File: src/rtl/pwm_pkg.sv
// Shared constants for the RGB PWM driver: channel width, phase range, colour-word slices.
// Latency: n/a (package only).
// Backpressure: n/a.
package pwm_pkg;

   // Width of one colour channel and of the phase counter
   localparam int CH_W = 8;

   // Last phase of a period; 255 is never reached, so duty 255 means always high
   localparam logic [CH_W-1:0] PHASE_MAX = 8'd254;

   // Bit positions of each channel inside the 24-bit light word {R,G,B}
   localparam int R_HI = 23;
   localparam int R_LO = 16;
   localparam int G_HI = 15;
   localparam int G_LO = 8;
   localparam int B_HI = 7;
   localparam int B_LO = 0;

endpackage

File: src/rtl/pwm_channel.sv
// One PWM channel: shadow duty register plus registered phase compare.
// Latency: 1 clk from phase/shadow to pwm_out.
// Backpressure: none; duty_in is sampled whenever load is high.
module pwm_channel
   import pwm_pkg::*;
(
   input  logic            clk,
   input  logic            rst,
   input  logic            enable,
   input  logic            load,
   input  logic [CH_W-1:0] duty_in,
   input  logic [CH_W-1:0] phase,
   output logic            pwm_out
);

   logic [CH_W-1:0] shadow;

   // Shadow duty: only changes on a load, so a period never sees a mid-period duty change
   always_ff @(posedge clk) begin
      if (rst) begin
         shadow <= '0;
      end else if (load) begin
         shadow <= duty_in;
      end
   end

   // Registered compare: high for phases 0..duty-1, forced low while disabled
   always_ff @(posedge clk) begin
      if (rst) begin
         pwm_out <= 1'b0;
      end else begin
         pwm_out <= enable && (phase < shadow);
      end
   end

endmodule

File: src/rtl/rgb_pwm_driver.sv
// RGB PWM driver: prescaler, 255-tick phase counter, period framing and three PWM channels.
// Latency: 1 clk from phase to pwm_r/g/b; a new colour takes effect at the next period.
// Backpressure: none; light is sampled every cycle while disabled, else only at the wrap.
module rgb_pwm_driver
   import pwm_pkg::*;
#(
   parameter int PRESCALE = 1,
   parameter int PRE_W    = 16
)(
   input  logic        clk,
   input  logic        rst,
   input  logic        enable,
   input  logic [23:0] light,
   output logic        pwm_r,
   output logic        pwm_g,
   output logic        pwm_b,
   output logic        period_start
);

   localparam logic [PRE_W-1:0] PRE_LAST = PRE_W'(PRESCALE - 1);

   logic [PRE_W-1:0] pre_cnt;
   logic [CH_W-1:0]  phase;
   logic             tick;
   logic             wrap;
   logic             load;

   // Tick on the last prescaler count; wrap on the tick that ends phase 254
   always_comb begin
      tick = enable && (pre_cnt == PRE_LAST);
      wrap = tick && (phase == PHASE_MAX);
      load = !enable || wrap;
   end

   // Prescaler: counts 0..PRESCALE-1, held at 0 while disabled
   always_ff @(posedge clk) begin
      if (rst || !enable) begin
         pre_cnt <= '0;
      end else if (tick) begin
         pre_cnt <= '0;
      end else begin
         pre_cnt <= pre_cnt + PRE_W'(1);
      end
   end

   // Phase counter: 0..254 on ticks, restarts at 0 whenever disabled
   always_ff @(posedge clk) begin
      if (rst || !enable) begin
         phase <= '0;
      end else if (tick) begin
         phase <= wrap ? '0 : phase + 8'd1;
      end
   end

   // Period marker: lands in the first cycle of phase 0 after a wrap (not on re-enable)
   always_ff @(posedge clk) begin
      if (rst) begin
         period_start <= 1'b0;
      end else begin
         period_start <= wrap;
      end
   end

   pwm_channel u_red (
      .clk     (clk),
      .rst     (rst),
      .enable  (enable),
      .load    (load),
      .duty_in (light[R_HI:R_LO]),
      .phase   (phase),
      .pwm_out (pwm_r)
   );

   pwm_channel u_green (
      .clk     (clk),
      .rst     (rst),
      .enable  (enable),
      .load    (load),
      .duty_in (light[G_HI:G_LO]),
      .phase   (phase),
      .pwm_out (pwm_g)
   );

   pwm_channel u_blue (
      .clk     (clk),
      .rst     (rst),
      .enable  (enable),
      .load    (load),
      .duty_in (light[B_HI:B_LO]),
      .phase   (phase),
      .pwm_out (pwm_b)
   );

endmodule

File: config.mk
export PLATFORM = sky130hd
export DESIGN_NAME = rgb_pwm_driver
export DESIGN_NICKNAME = d
export VERILOG_FILES = /design/src/rtl/pwm_pkg.sv /design/src/rtl/pwm_channel.sv /design/src/rtl/rgb_pwm_driver.sv
export SDC_FILE = /design/constraint.sdc
export NUM_CORES = 1
export LEC_CHECK = 0
export CORE_UTILIZATION = 45
export DETAILED_ROUTE_END_ITERATION = 8
export PLACE_DENSITY_LB_ADDON = 0.25
export SKIP_CTS_REPAIR_TIMING = 1
export SLEW_MARGIN = 10
export SYNTH_ARGS = -nofsm -noshare
export SYNTH_HDL_FRONTEND = slang
export SYNTH_SLANG_ARGS = --single-unit
File: constraint.sdc
create_clock -name clk -period 2.7 [get_ports clk]
set_input_delay 0.54 -clock clk [delete_from_list [all_inputs] [get_ports clk]]
set_output_delay 0.54 -clock clk [all_outputs]
set_load 0.005 [all_outputs]
Fig. 1: run 1, layout detail
Scale bar: 5 µm. Window x 10 to 30, y 50 to 70 µm. Cells in gray, sequential cells in the stronger gray; small squares are vias.
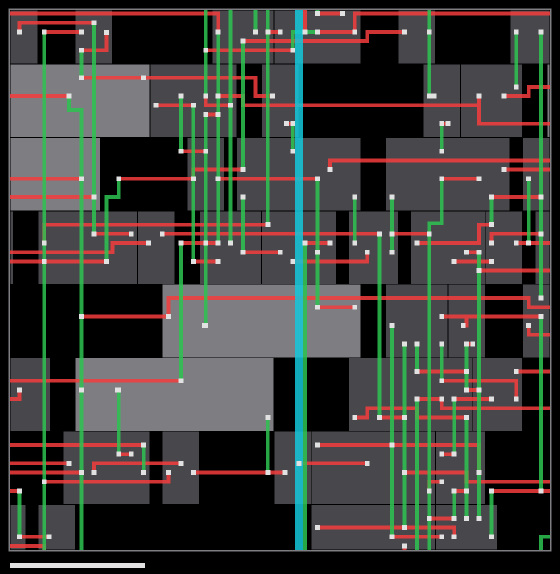
metal 2 -> green
metal 4 -> cyan
metal 1 -> red
netlist names of flops here include = u_green.shadow (3)
cells with their middle in the window = 36
most frequent = inv_1 (6), nand2_1 (5), ha_1 (5)
sequential cells in the window = 3

Fig. 2: run 1, met3 routing
Scale bar: 20 µm.
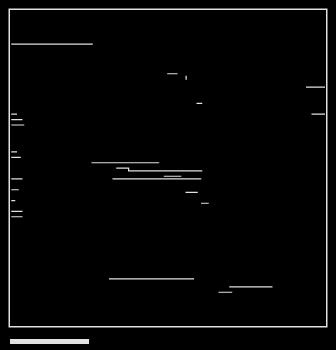
share of all routed wire = 2.9%
main direction = horizontal
wire length on this layer = 156 µm

==> results.cfg, run 1 <==
; yosys + openroad results
[pwr]
p_sw_uw = 347
p_per_area_nw_per_um2 = 441
static-leakage-power_uw = 0.00120
ir_drop_mv = 0.196
p_clk_uw = 421
pwr-share-clk_pct = 29.7
p_seq_uw = 805
p_seq_share_pct = 56.8
power.internal_uw = 1070
p_comb_share_pct = 13.5
switching_share_pct = 24.5
powerComb_uw = 191
power-top-group = registers
power_uw = 1420

[die]
num_rows = 27
die_width_um = 79.6
nWellTaps = 72
chipArea_um2 = 6340
ios = 31
die_y_um = 79.6

[cells_and_area]
largest_register_ffs = 16
diodes = 0
clkCellAreaFrac_pct = 2.41
lay_top_cells = 52 x dfxtp_1, 40 x nand2_1, 32 x nor2_1
area_growth_pct = 18.5
ff_latch_area_um2 = 1040
finalNetCount = 402
fin_util_pct = 57.0
seq_share_pct = 32.4
largest_class = multi-input combinational cells
buf_share_pct = 12.6
lay_top_count = dfxtp_1
finalInstanceArea_um2 = 3210
logic_area_um2 = 1500
layout-drive-gt1-share_pct = 17.7
n_all_inverters = 28
flops = 52
fillCellCount = 483

[logic_synthesis]
synth-seq-cells = 52
top_area_cell = dfxtp_1
synthAdderAreaFrac_pct = 11.5
synthCells = 315
synth.area.mux_share_pct = 0
ys_cells = 315
netlist_area_um2 = 2710
synth.yosys.chip_area_um2 = 2710
synthAoiAreaFrac_pct = 13.1
synth-async-reset-ratio_pct = 0
ys_sh_xor_pct = 5.81
ys.flop_type = dfxtp_1
avgSynthCellArea_um2 = 8.61
ys_sh_simple_pct = 24.6
most_common_cell = dfxtp_1
top_cells_by_area = dfxtp_1 38%, ha_1 12%, a21oi_2 6.5%
fp_nets = 367
topCombFamilyByArea = simple AND/OR/NAND/NOR gates
top_cells_by_count = 52 x dfxtp_1, 40 x nand2_1, 32 x nor2_1, 28 x inv_1, 25 x ha_1
yosysUniqueCellTypes = 33

[place]
hpwl_um = 3940
dp.cells = 415
gp_congestion = 0.823
portBuffers = 30

[setup_path]
startpoint = enable
critPathTopFamily = simple AND/OR/NAND/NOR gates
critPathCaptureType = flop
required_ns = 2.94
worstReg2RegStart = pre_cnt[0]$_SDFF_PP0_
cpMaxStageDelayCell = or4_4
path_class = input pin to flop
critPathCapture = u_blue.shadow[1]$_SDFFE_PP0P_
ff2ff_path_depth = 8
crit_cells = 7
arrival_ns = 2.77
slowest_delay_ns = 0.54
path_cells = clkdlybuf4s50_1 -> or4b_4 -> or4_4 -> o31ai_4 -> buf_12 -> nand2_2 -> a21oi_2
reg2reg_setup_slack_ns = 0.27
r2r-end = u_blue.shadow[1]$_SDFFE_PP0P_

[clock_tree]
htree_num_levels = 2
clock_sinks = 52
ctsRootBufferMaster = clkbuf_8
clockBufferDepth = 2
numCtsBuffers = 5
clk_latency_ns = 0.30
clk_pin_slew_worst_paths_ns = 0.09
tritoncts = yes

[grt]
top_usage_layer = met2
antenna_found_initial = 0
grt_pass1_vias = 2199
overflow = 0
grt_max_degree = 25
met2_usage_pct = 33.3
grt_pass1_wl_um = 9600
met3_usage_pct = 3.89

[flow_run]
tool_warnings = 28
drv_cap = 0

[detailed_routing]
wl_met3_um = 156
firstDrtPassIters = 6
totalWireLength_um = 5330
vias = 2177
drtAntennaViolNets = 0
wl_per_cell_um = 12.6
met2_length_um = 2560
met1Wirelength_um = 2560
drc_errors = 0

[timing]
finalSetupViolCount = 0
fin_worst_skew_ns = 0.00578
rsz0062_at_grt = no
slew_headroom_pct = 74.7
whs_ns = 0.455
fin_crit_sh_pct = 93.8
drv_slew = 0
finalSetupTns_ns = 0
fmax_mhz = 395

[hold_path]
hold_depth = 2
holdCritStartpoint = u_blue.shadow[0]$_SDFFE_PP0P_

[outcome]
status = completed
Fig. 3: run 1, metal 1
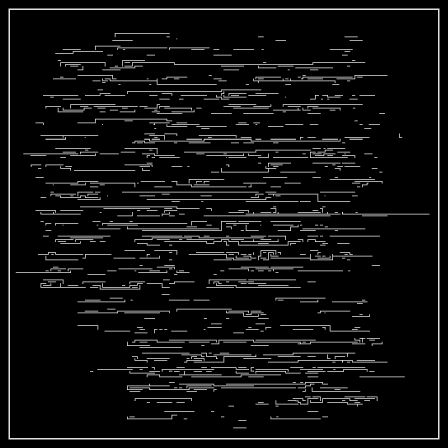
nets with wire on the layer = 368
main direction = horizontal
wire length on this layer = 2560 µm

Fig. 4: run 1, routing congestion
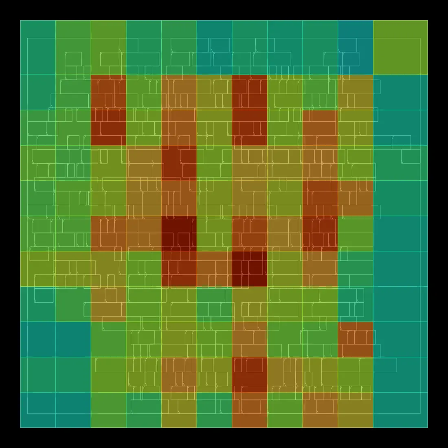

==> inputs of run 2 (changes only) <==
Settings changed: GPL_TIMING_DRIVEN from default to 0.
Fig. 5: run 2, routing congestion
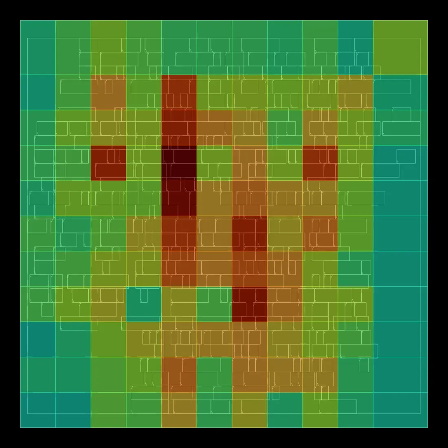
met3 GRT Util: 4.34%
Most Used Layer, Global Route: met2

==> run 2 against run 1 <==
Net effect: setup slack lost 0.014 ns; total power grew 2.9%; area after synthesis is the same; critical path type is now flop to flop; largest power group unchanged.
==> results.cfg, run 2 <==
; yosys + openroad results
[outcome]
status = completed

[pwr]
ir_drop_mv = 0.198
p_per_area_nw_per_um2 = 453
p_comb_share_pct = 12.5
p_seq_share_pct = 55.2
power-top-group = registers
power_uw = 1460
p_seq_uw = 805
power.internal_uw = 1090

[timing]
finalSetupTns_ns = 0
fin_crit_sh_pct = 94.3
drv_slew = 0
rsz0062_at_grt = no
fin_worst_skew_ns = 0.0105

[cells_and_area]
lay_top_cells = 52 x dfxtp_1, 40 x nand2_1, 32 x nor2_1
n_all_inverters = 28
layout-drive-gt1-share_pct = 17.6
lay_top_count = dfxtp_1
largest_register_ffs = 16
ff_latch_area_um2 = 1040
diodes = 0
largest_class = multi-input combinational cells
area_growth_pct = 18.7
buf_share_pct = 11.7

[grt]
antenna_found_initial = 0
grt_pass1_wl_um = 8910
overflow = 0
grt_pass1_vias = 2014

[logic_synthesis]
top_cells_by_area = dfxtp_1 38%, ha_1 12%, a21oi_2 6.5%
synth.yosys.chip_area_um2 = 2710
netlist_area_um2 = 2710
synthCells = 315
ys.flop_type = dfxtp_1
avgSynthCellArea_um2 = 8.61
top_cells_by_count = 52 x dfxtp_1, 40 x nand2_1, 32 x nor2_1, 28 x inv_1, 25 x ha_1
top_area_cell = dfxtp_1
most_common_cell = dfxtp_1
ys_cells = 315
yosysUniqueCellTypes = 33
synthAoiAreaFrac_pct = 13.1
synth.area.mux_share_pct = 0
synthAdderAreaFrac_pct = 11.5

[clock_tree]
ctsRootBufferMaster = clkbuf_8
numCtsBuffers = 5
htree_num_levels = 2
clock_sinks = 52
tritoncts = yes
clockBufferDepth = 2

[detailed_routing]
met1Wirelength_um = 2550
firstDrtPassIters = 4
totalWireLength_um = 5260

[setup_path]
required_ns = 2.94
cpMaxStageDelayCell = or4_4
path_cells = inv_1 -> ha_1 -> or4b_4 -> or4_4 -> buf_6 -> o31ai_4 -> buf_4 -> buf_6 -> nand2_2 -> a21oi_2
worstReg2RegStart = pre_cnt[0]$_SDFF_PP0_
critPathTopFamily = simple AND/OR/NAND/NOR gates
slowest_delay_ns = 0.56
path_class = flop to flop
startpoint = pre_cnt[0]$_SDFF_PP0_
critPathCapture = u_green.shadow[2]$_SDFFE_PP0P_
r2r-end = u_green.shadow[2]$_SDFFE_PP0P_
arrival_ns = 2.79

[place]
gp_congestion = 0.821
portBuffers = 29
hpwl_um = 3990
dp.cells = 416

[die]
ios = 31
die_width_um = 79.6
die_y_um = 79.6

[hold_path]
hold_depth = 2
holdCritStartpoint = u_blue.shadow[0]$_SDFFE_PP0P_
Fig. 6: run 2, metal 1
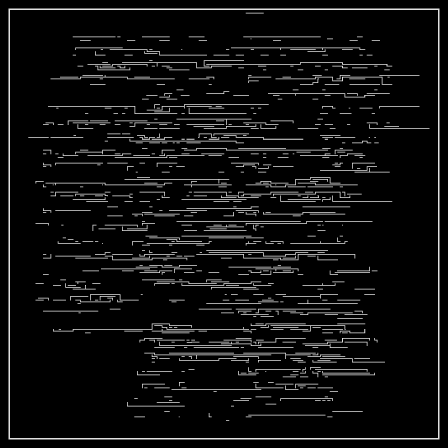
main direction = horizontal
longest straight run = 23.9 µm
share of all routed wire = 48%
wire length on this layer = 2550 µm

Fig. 7: run 2, met3 routing
Scale bar: 20 µm.
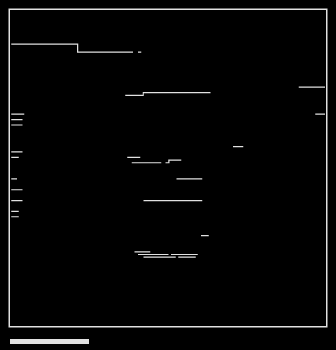

==> inputs of run 3 (changes only) <==
Clock period 2.7 ns to 2.48 ns, I/O delays scaled along.
Fig. 8: run 3, met3 routing
Scale bar: 20 µm.
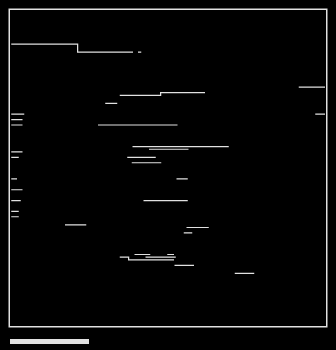
main direction = horizontal
share of all routed wire = 3.9%

==> run 3 against run 2 <==
Net effect: die area did not move; setup slack got worse by 0.12 ns; via count rose by 1.9%; sequential share of layout area fell by 0.65 points; critical path type unchanged; count of clock-buffer cells in the layout did not move; critical endpoint is now u_red.shadow[0]$_SDFFE_PP0P_; highest routed layer unchanged; clock skew fell by 0.00055 ns.
==> results.cfg, run 3 <==
; yosys + openroad results
[outcome]
status = completed

[pwr]
power-top-group = registers
p_clk_uw = 514
power_uw = 1600
pwr-share-clk_pct = 32.1
p_sw_uw = 402
power.internal_uw = 1200
powerComb_uw = 213
p_per_area_nw_per_um2 = 486
switching_share_pct = 25.1
ir_drop_mv = 0.214

[cells_and_area]
seq_share_pct = 31.7
largest_class = multi-input combinational cells
area_growth_pct = 21.7
finalNetCount = 407
logic_area_um2 = 1510
largest_register_ffs = 16
buf_share_pct = 13.6
lay_top_cells = 50 x dfxtp_1, 40 x nand2_1, 32 x nor2_1
fin_util_pct = 58.5
flops = 52
clkCellAreaFrac_pct = 2.96

[clock_tree]
ctsRootBufferMaster = clkbuf_8
htree_num_levels = 2
numCtsBuffers = 5
clock_sinks = 52

[setup_path]
startpoint = pre_cnt[0]$_SDFF_PP0_
crit_cells = 9
required_ns = 2.73
path_class = flop to flop
critPathCapture = u_red.shadow[0]$_SDFFE_PP0P_
ff2ff_path_depth = 9
reg2reg_setup_slack_ns = 0.03

[detailed_routing]
wl_per_cell_um = 13.0
met2_length_um = 2710
firstDrtPassIters = 4
met1Wirelength_um = 2540
drc_errors = 0

[logic_synthesis]
netlist_area_um2 = 2710
ys_sh_xor_pct = 5.81
fp_nets = 367
synth-seq-cells = 52
synth.area.mux_share_pct = 0
synthCells = 315
top_cells_by_count = 52 x dfxtp_1, 40 x nand2_1, 32 x nor2_1, 28 x inv_1, 25 x ha_1
top_area_cell = dfxtp_1
synthAdderAreaFrac_pct = 11.5
ys_sh_simple_pct = 24.6
yosysUniqueCellTypes = 33
synth-async-reset-ratio_pct = 0

[timing]
fmax_mhz = 409
fin_worst_skew_ns = 0.00991
finalSetupViolCount = 0
fin_crit_sh_pct = 98.7

[grt]
met2_usage_pct = 29.9
met3_usage_pct = 4.34
overflow = 0
grt_pass1_vias = 2014
grt_pass1_wl_um = 8910

[place]
hpwl_um = 3990
dp.cells = 416

[die]
die_width_um = 79.6
nWellTaps = 72
die_y_um = 79.6

[hold_path]
holdCritStartpoint = pre_cnt[0]$_SDFF_PP0_
Fig. 9: run 3, metal 1
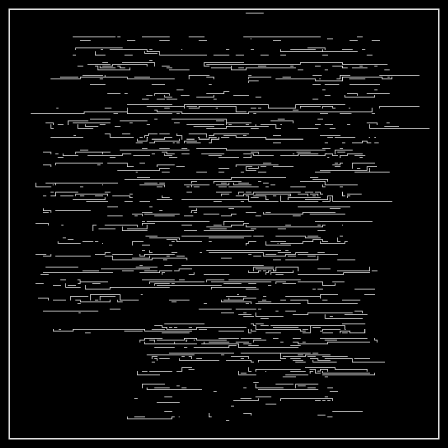
wire length on this layer = 2540 µm
nets with wire on the layer = 370


## Gallery

Metal 2.
Scale bar: 20 µm. Cells faint in the background.
picture 1
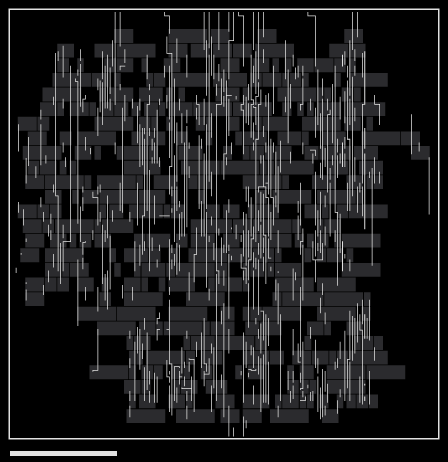
picture 2
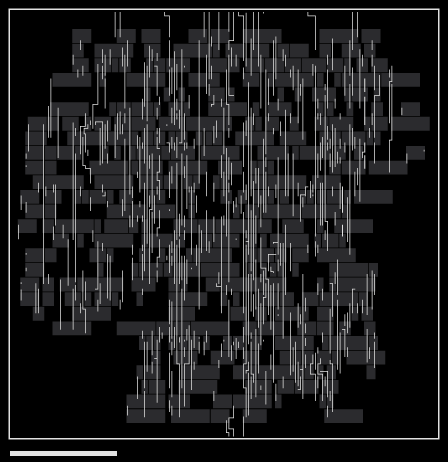
For run 1, see picture 1.
For run 2, see picture 2.

Key to picture 2:
main direction = vertical
longest straight run = 32.0 µm
wire length on this layer = 2470 µm
share of all routed wire = 47%

Power is estimated from default activity; no workload was simulated.
